===== src/rtl/game_pkg.sv =====
// Shared types and helpers for the Grinch play controller: round states,
// heading encodings, grid size and the LFSR step used for gift placement.
package game_pkg;

    typedef enum logic [2:0] {
        ST_IDLE  = 3'd0,
        ST_PLACE = 3'd1,
        ST_PLAY  = 3'd2,
        ST_PAUSE = 3'd3,
        ST_OVER  = 3'd4,
        ST_WIN   = 3'd5
    } state_t;

    localparam logic [1:0] DIR_LEFT  = 2'b00;
    localparam logic [1:0] DIR_UP    = 2'b01;
    localparam logic [1:0] DIR_RIGHT = 2'b10;
    localparam logic [1:0] DIR_DOWN  = 2'b11;

    localparam int GRID_W = 40;
    localparam int GRID_H = 30;

    localparam logic [15:0] LFSR_SEED = 16'hACE1;

    // Opposite headings differ only in bit 1 (left/right, up/down).
    function automatic logic [1:0] dir_opposite(input logic [1:0] d);
        return {~d[1], d[0]};
    endfunction

    // Right-shifting Fibonacci form of taps 16,14,13,11.
    function automatic logic [15:0] lfsr_advance(input logic [15:0] v);
        return {v[0] ^ v[2] ^ v[3] ^ v[5], v[15:1]};
    endfunction

endpackage


===== src/rtl/game_sequencer_dir_queue.sv =====
// Two-entry direction request FIFO that drops requests repeating or reversing
// the most recent heading (queue tail, or current heading when empty).
module dir_queue
    import game_pkg::*;
(
    input  logic       clk,
    input  logic       rst_n,
    input  logic       clear,
    input  logic       accept_en,
    input  logic       req_valid,
    input  logic [1:0] req_dir,
    input  logic [1:0] cur_dir,
    input  logic       pop,
    output logic [1:0] head,
    output logic       not_empty
);

    logic [1:0][1:0] entry_q, entry_d;
    logic [1:0]      count_q, count_d;
    logic [1:0]      tail;
    logic            reject;
    logic            push;
    logic            do_pop;

    always_comb begin
        entry_d = entry_q;
        count_d = count_q;
        tail    = (count_q == 2'd0) ? cur_dir :
                  (count_q == 2'd2) ? entry_q[1] : entry_q[0];
        // Filter uses the pre-pop tail and pre-pop fullness.
        reject  = (req_dir == tail) || (req_dir == dir_opposite(tail)) || (count_q == 2'd2);
        push    = req_valid && accept_en && !reject;
        do_pop  = pop && (count_q != 2'd0);

        if (clear) begin
            count_d = 2'd0;
        end else begin
            if (do_pop) begin
                entry_d[0] = entry_q[1];
                count_d    = count_q - 2'd1;
            end
            if (push) begin
                entry_d[count_d[0]] = req_dir;
                count_d             = count_d + 2'd1;
            end
        end
    end

    always_ff @(posedge clk or negedge rst_n) begin
        if (!rst_n) begin
            entry_q <= '0;
            count_q <= 2'd0;
        end else begin
            entry_q <= entry_d;
            count_q <= count_d;
        end
    end

    assign head      = entry_q[0];
    assign not_empty = (count_q != 2'd0);

endmodule


===== src/rtl/game_sequencer.sv =====
// Round sequencer for the Grinch game: state machine, move tick, gift placement
// handshake and direction queue. Define SPEEDUP_EN to shorten the tick period as gifts accumulate.
module game_sequencer
    import game_pkg::*;
#(
    parameter int TICK_DIV  = 1562500,
    parameter int WIN_COUNT = 10,
    parameter int MAX_RETRY = 64,
    parameter int TICK_STEP = 62500
) (
    input  logic       vga_clk,
    input  logic       reset,
    input  logic       btn_start,
    input  logic       btn_pause,
    input  logic       dir_req_valid,
    input  logic [1:0] dir_req,
    input  logic       gift_eaten,
    input  logic       game_over_in,
    input  logic [7:0] gift_count,
    output logic       place_req,
    output logic [5:0] place_x,
    output logic [5:0] place_y,
    input  logic       place_ack,
    input  logic       place_ok,
    output logic       move_tick,
    output logic [1:0] direction,
    output logic [2:0] state
);

    localparam int CNT_W   = $clog2(TICK_DIV + 1);
    localparam int RETRY_W = $clog2(MAX_RETRY + 1);

    state_t             state_q, state_d;
    logic [1:0]         dir_q, dir_d;
    logic               tick_q, tick_d;
    logic               req_q, req_d;
    logic [5:0]         px_q, px_d, py_q, py_d;
    logic [CNT_W-1:0]   cnt_q, cnt_d;
    logic [RETRY_W-1:0] retry_q, retry_d;
    logic [15:0]        lfsr_q, lfsr_d;
    logic [CNT_W-1:0]   cur_period;

    logic [5:0] raw_x, raw_y, cand_x, cand_y;
    logic       q_pop, q_clear, q_accept, q_not_empty;
    logic [1:0] q_head;

`ifdef SPEEDUP_EN
    logic [CNT_W-1:0] period_q, period_d;

    function automatic logic [CNT_W-1:0] speed_period(input logic [7:0] gc);
        int lvl;
        lvl = int'(gc >> 1);
        if (lvl > 7) lvl = 7;
        return CNT_W'(TICK_DIV - lvl * TICK_STEP);
    endfunction

    assign cur_period = period_q;
`else
    assign cur_period = CNT_W'(TICK_DIV);
`endif

    assign raw_x    = lfsr_q[5:0];
    assign raw_y    = {1'b0, lfsr_q[12:8]};
    assign cand_x   = (raw_x >= 6'(GRID_W)) ? raw_x - 6'(GRID_W) : raw_x;
    assign cand_y   = (raw_y >= 6'(GRID_H)) ? raw_y - 6'(GRID_H) : raw_y;
    assign q_accept = (state_q == ST_PLAY) || (state_q == ST_PLACE);

    dir_queue u_dir_queue (
        .clk       (vga_clk),
        .rst_n     (reset),
        .clear     (q_clear),
        .accept_en (q_accept),
        .req_valid (dir_req_valid),
        .req_dir   (dir_req),
        .cur_dir   (dir_q),
        .pop       (q_pop),
        .head      (q_head),
        .not_empty (q_not_empty)
    );

    always_comb begin
        state_d = state_q;
        dir_d   = dir_q;
        tick_d  = 1'b0;
        req_d   = req_q;
        px_d    = px_q;
        py_d    = py_q;
        cnt_d   = cnt_q;
        retry_d = retry_q;
        lfsr_d  = lfsr_q;
        q_pop   = 1'b0;
        q_clear = 1'b0;
`ifdef SPEEDUP_EN
        period_d = period_q;
`endif

        if (state_q == ST_PLAY) begin
            if (cnt_q == cur_period - CNT_W'(1)) begin
                tick_d = 1'b1;
                cnt_d  = '0;
                if (q_not_empty) begin
                    dir_d = q_head;
                    q_pop = 1'b1;
                end
`ifdef SPEEDUP_EN
                period_d = speed_period(gift_count);
`endif
            end else begin
                cnt_d = cnt_q + CNT_W'(1);
            end
        end

        case (state_q)
            ST_IDLE: begin
                lfsr_d = lfsr_advance(lfsr_q);
                if (btn_start) state_d = ST_PLACE;
            end
            ST_PLACE: begin
                // A low request in PLACE means a fresh candidate goes out next cycle.
                if (!req_q) begin
                    req_d = 1'b1;
                    px_d  = cand_x;
                    py_d  = cand_y;
                end else if (place_ack) begin
                    req_d = 1'b0;
                    if (place_ok) begin
                        state_d = ST_PLAY;
                        retry_d = '0;
                        cnt_d   = '0;
`ifdef SPEEDUP_EN
                        period_d = speed_period(gift_count);
`endif
                    end else begin
                        lfsr_d  = lfsr_advance(lfsr_q);
                        retry_d = retry_q + RETRY_W'(1);
                        if (retry_q == RETRY_W'(MAX_RETRY - 1)) state_d = ST_OVER;
                    end
                end
            end
            ST_PLAY: begin
                if (game_over_in)                      state_d = ST_OVER;
                else if (gift_count >= 8'(WIN_COUNT))  state_d = ST_WIN;
                else if (gift_eaten)                   state_d = ST_PLACE;
                else if (btn_pause)                    state_d = ST_PAUSE;
            end
            ST_PAUSE: begin
                if (game_over_in)   state_d = ST_OVER;
                else if (btn_pause) state_d = ST_PLAY;
            end
            ST_OVER, ST_WIN: begin
                if (btn_start) begin
                    state_d = ST_IDLE;
                    q_clear = 1'b1;
                    dir_d   = DIR_RIGHT;
                    cnt_d   = '0;
                    retry_d = '0;
                end
            end
            default: ;
        endcase
    end

    always_ff @(posedge vga_clk or negedge reset) begin
        if (!reset) begin
            state_q <= ST_IDLE;
            dir_q   <= DIR_RIGHT;
            tick_q  <= 1'b0;
            req_q   <= 1'b0;
            px_q    <= 6'd20;
            py_q    <= 6'd20;
            cnt_q   <= '0;
            retry_q <= '0;
            lfsr_q  <= LFSR_SEED;
`ifdef SPEEDUP_EN
            period_q <= CNT_W'(TICK_DIV);
`endif
        end else begin
            state_q <= state_d;
            dir_q   <= dir_d;
            tick_q  <= tick_d;
            req_q   <= req_d;
            px_q    <= px_d;
            py_q    <= py_d;
            cnt_q   <= cnt_d;
            retry_q <= retry_d;
            lfsr_q  <= lfsr_d;
`ifdef SPEEDUP_EN
            period_q <= period_d;
`endif
        end
    end

    assign place_req = req_q;
    assign place_x   = px_q;
    assign place_y   = py_q;
    assign move_tick = tick_q;
    assign direction = dir_q;
    assign state     = state_q;

endmodule


===== config.mk =====
export PLATFORM = sky130hd
export DESIGN_NAME = game_sequencer
export DESIGN_NICKNAME = d
export VERILOG_FILES = /design/src/rtl/game_pkg.sv /design/src/rtl/game_sequencer_dir_queue.sv /design/src/rtl/game_sequencer.sv
export SDC_FILE = /design/constraint.sdc
export NUM_CORES = 1
export LEC_CHECK = 0
export CAP_MARGIN = 20
export CORE_ASPECT_RATIO = 1.2
export CORE_MARGIN = 3
export CORE_UTILIZATION = 40
export CTS_CLUSTER_SIZE = 8
export DETAILED_ROUTE_END_ITERATION = 8
export GPL_TIMING_DRIVEN = 0
export HOLD_SLACK_MARGIN = 0.03
export PLACE_DENSITY = 0.71
export SLEW_MARGIN = 30
export SYNTH_ARGS = -nofsm -noshare
export SYNTH_HDL_FRONTEND = slang
export SYNTH_SLANG_ARGS = --single-unit

===== constraint.sdc =====
create_clock -name vga_clk -period 5.4 [get_ports vga_clk]
set_input_delay 1.08 -clock vga_clk [delete_from_list [all_inputs] [get_ports vga_clk]]
set_output_delay 1.08 -clock vga_clk [all_outputs]
set_load 0.03 [all_outputs]

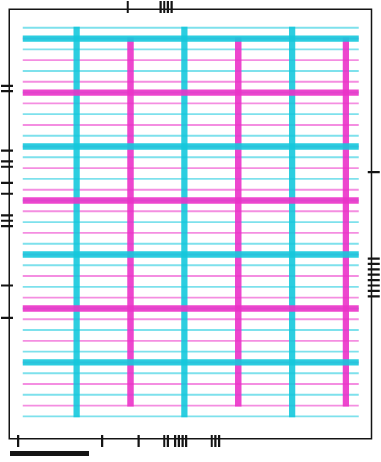
(supply network)
Bar = 20 um. Pins as bars on the die edge.
legend:
  VSS:
    colour: cyan
  VDD:
    colour: magenta
met1 rails: 37
met4 straps: 6
met5 straps: 7
rows: 36
signal pins: 38

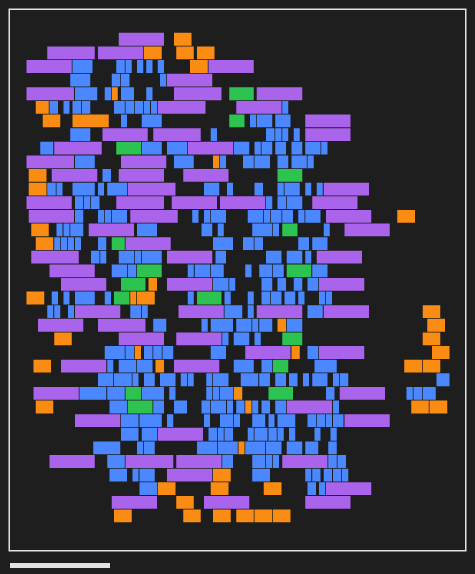
(cells coloured by class)
Bar = 20 um.
legend:
  other buffers and delay cells:
    colour: orange
    cells: 48
    share_of_their_area: 11%
  flops:
    colour: purple
    cells: 69
    share_of_their_area: 43%
  combinational and other logic:
    colour: blue
    cells: 266
    share_of_their_area: 41%
  clock drivers and dummy loads:
    colour: green
    cells: 16
    share_of_their_area: 4.6%

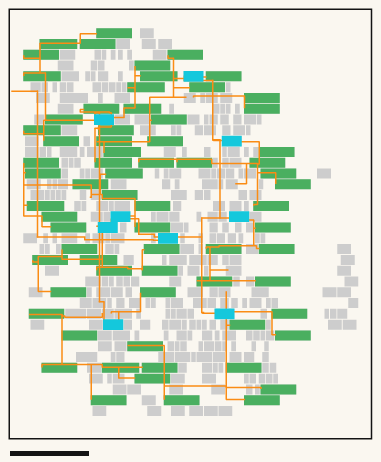
(clock network drawn from the DEF)
Bar = 20 um.
legend:
  flip-flops:
    colour: green
    count: 69
  clock drivers:
    colour: cyan
    count: 9
  clock wires:
    colour: orange
    length: 898 um
flops lie: spread over the die

==> out/results.ini <==
[synth]
synth-edff-count = 0
synth.net_count = 371
top_cell = dfrtp_1
synth_top_area_share_pct = 40.54
ys_types = 46
ys_chip_area_um2 = 3457
ys_top_cells_by_area = dfrtp_1 41%, dfstp_2 9.9%, nand2_1 5.4%
avgSynthCellArea_um2 = 9.992
flop_cell = dfrtp_1

[final_timing]
setup_viol = 0
fmax_mhz = 333.2
setup_ws_ns = 2.399
slew_viol_final = 0
holdWs_ns = 0.4630
worst_clock_skew_ns = 0.01146
relSlewSlack_pct = 60.70
rsz0062_at_grt = false

[hold_path]
min_from = place_y[4]
min_path_type = flop to flop
min_to = place_y[4]
hold_depth = 2

[clocking]
cts-resized-gates = 0
path_clk_slew_ns = 0.09
cts_setup_buffers = 0
cts_hold_buf = 0
cts_tree = yes
clock_latency_ns = 0.36
numCtsBuffers = 9

[flow_run]
max-cap-violations = 0

[route]
wl_per_cell_um = 13.61
vias = 2594
first_pass_iters = 4
vias_per_cell = 5.057
drt_iter0_drc = 155

[floorplanning]
floorplan.core_util_pct = 41.71
io_pins = 38

[setup_path]
r2r_start = state[2]
critPathLaunchType = input port
r2r.worst_path.cells = 5
end_kind = flop

[pwr]
p_leak_nw = 1.843

[finish]
fin_cells = 513
area_growth_pct = 20.45
drive_above_1_share_pct = 16.29

[placement]
dp_cells = 497
dpl.hpwl_mm = 5.121
gp_congestion = 0.8741

[global_routing]
grt_max_degree = 39
gr-total-overflow = 0

[run_status]
status = completed

-- registers in the layout (all words and copies together), names as in the netlist --
signal	flops
u_dir_queue.entry_q	2
place_y	6
cnt_q	21
retry_q	7
u_dir_queue.count_q	2
place_req	1
lfsr_q	16
direction	2
u_dir_queue.head	2
state	3
place_x	6
move_tick	1
-- how the worst max path moves through the flow --
| stage | startpoint | to | slack (ns) |
|---|---|---|---|
| after floorplan | place_ok | lfsr_q[14] | 2.70 |
| after global placement | reset | retry_q[4] | 1.00 |
| after detailed placement | place_ok | lfsr_q[14] | 2.03 |
| after CTS | place_ok | lfsr_q[1] | 2.40 |
| after global routing | place_ok | lfsr_q[1] | 2.30 |
| final | place_ok | lfsr_q[1] | 2.40 |
-- logic make-up (layout without fill, tap and decap cells) --
kind of cell	after synthesis	count (layout)	share of synthesized area, %
AOI/OAI and AO/OA	40	40	7.275
xor gates and xnor gates	27	27	6.840
adders and majority gates	6	6	2.171
buffers and inverters	20	73	2.352
DFF	69	69	50.42
muxes	28	28	8.976
and+or+nand+nor	156	156	21.97
-- power breakdown --
group	internal, mW	total, mW	switching, mW
logic	0.200	0.468	0.268
clock network	0.177	0.406	0.229
registers	0.566	0.617	0.0509
-- layer usage --
metal	GRT usage (%)	vias up	routed length (um)
met5	0	-	0
met4	7.435	0	155
met3	3.357	14	239
met2	25.49	41	3372
met1	18.91	1240	3215
li1	-	1299	-
-- layout by cell type (no fill, tap or decap), types with 3 or more instances in the layout --
cell type,n
clkbuf_1,6
buf_2,5
xor2_1,11
clkdlybuf4s50_1,35
mux2i_1,10
nand4_1,8
a21oi_1,3
nand2_1,50
inv_1,9
o31ai_1,3
xnor2_1,16
nor4_1,5
nand3_1,14
nor3_1,9
mux2_2,16
inv_6,4
and3_1,5
o21ai_0,19
ha_1,6
clkbuf_8,9
a21o_1,4
dfstp_2,13
or2_2,3
dfrtp_1,56
nor2_1,41
-- critical path, stage by stage --
cell,delay (ns)
clkdlybuf4s50_1,0.44
or4b_2,0.72
nor2_2,0.30
nor2_2,0.20
buf_2,0.23
mux2_2,0.28
-- metrics by stage --
stage                     utilization [%]  power (mW)  area, um2
after global routing                50.24       1.584       4164
after CTS                           50.24       1.505       4164
after global placement              47.78       1.083       3960
after detailed placement            47.99       1.096       3978
after floorplan                         -      0.9544       3457
final                               50.24       1.490       4164
-- area by class of cell --
type	count	area [um2]	share of cell area [%]
plain buffers	11	47.55	1.142
clock buffers	9	123.9	2.975
repair buffers	37	377.9	9.075
multi-input cells	257	1633	39.21
well taps	114	142.6	3.425
flip-flops and latches	69	1743	41.86
clock inverters	7	62.56	1.502
inverters	9	33.78	0.8113
Power is estimated from default activity; no workload was simulated.
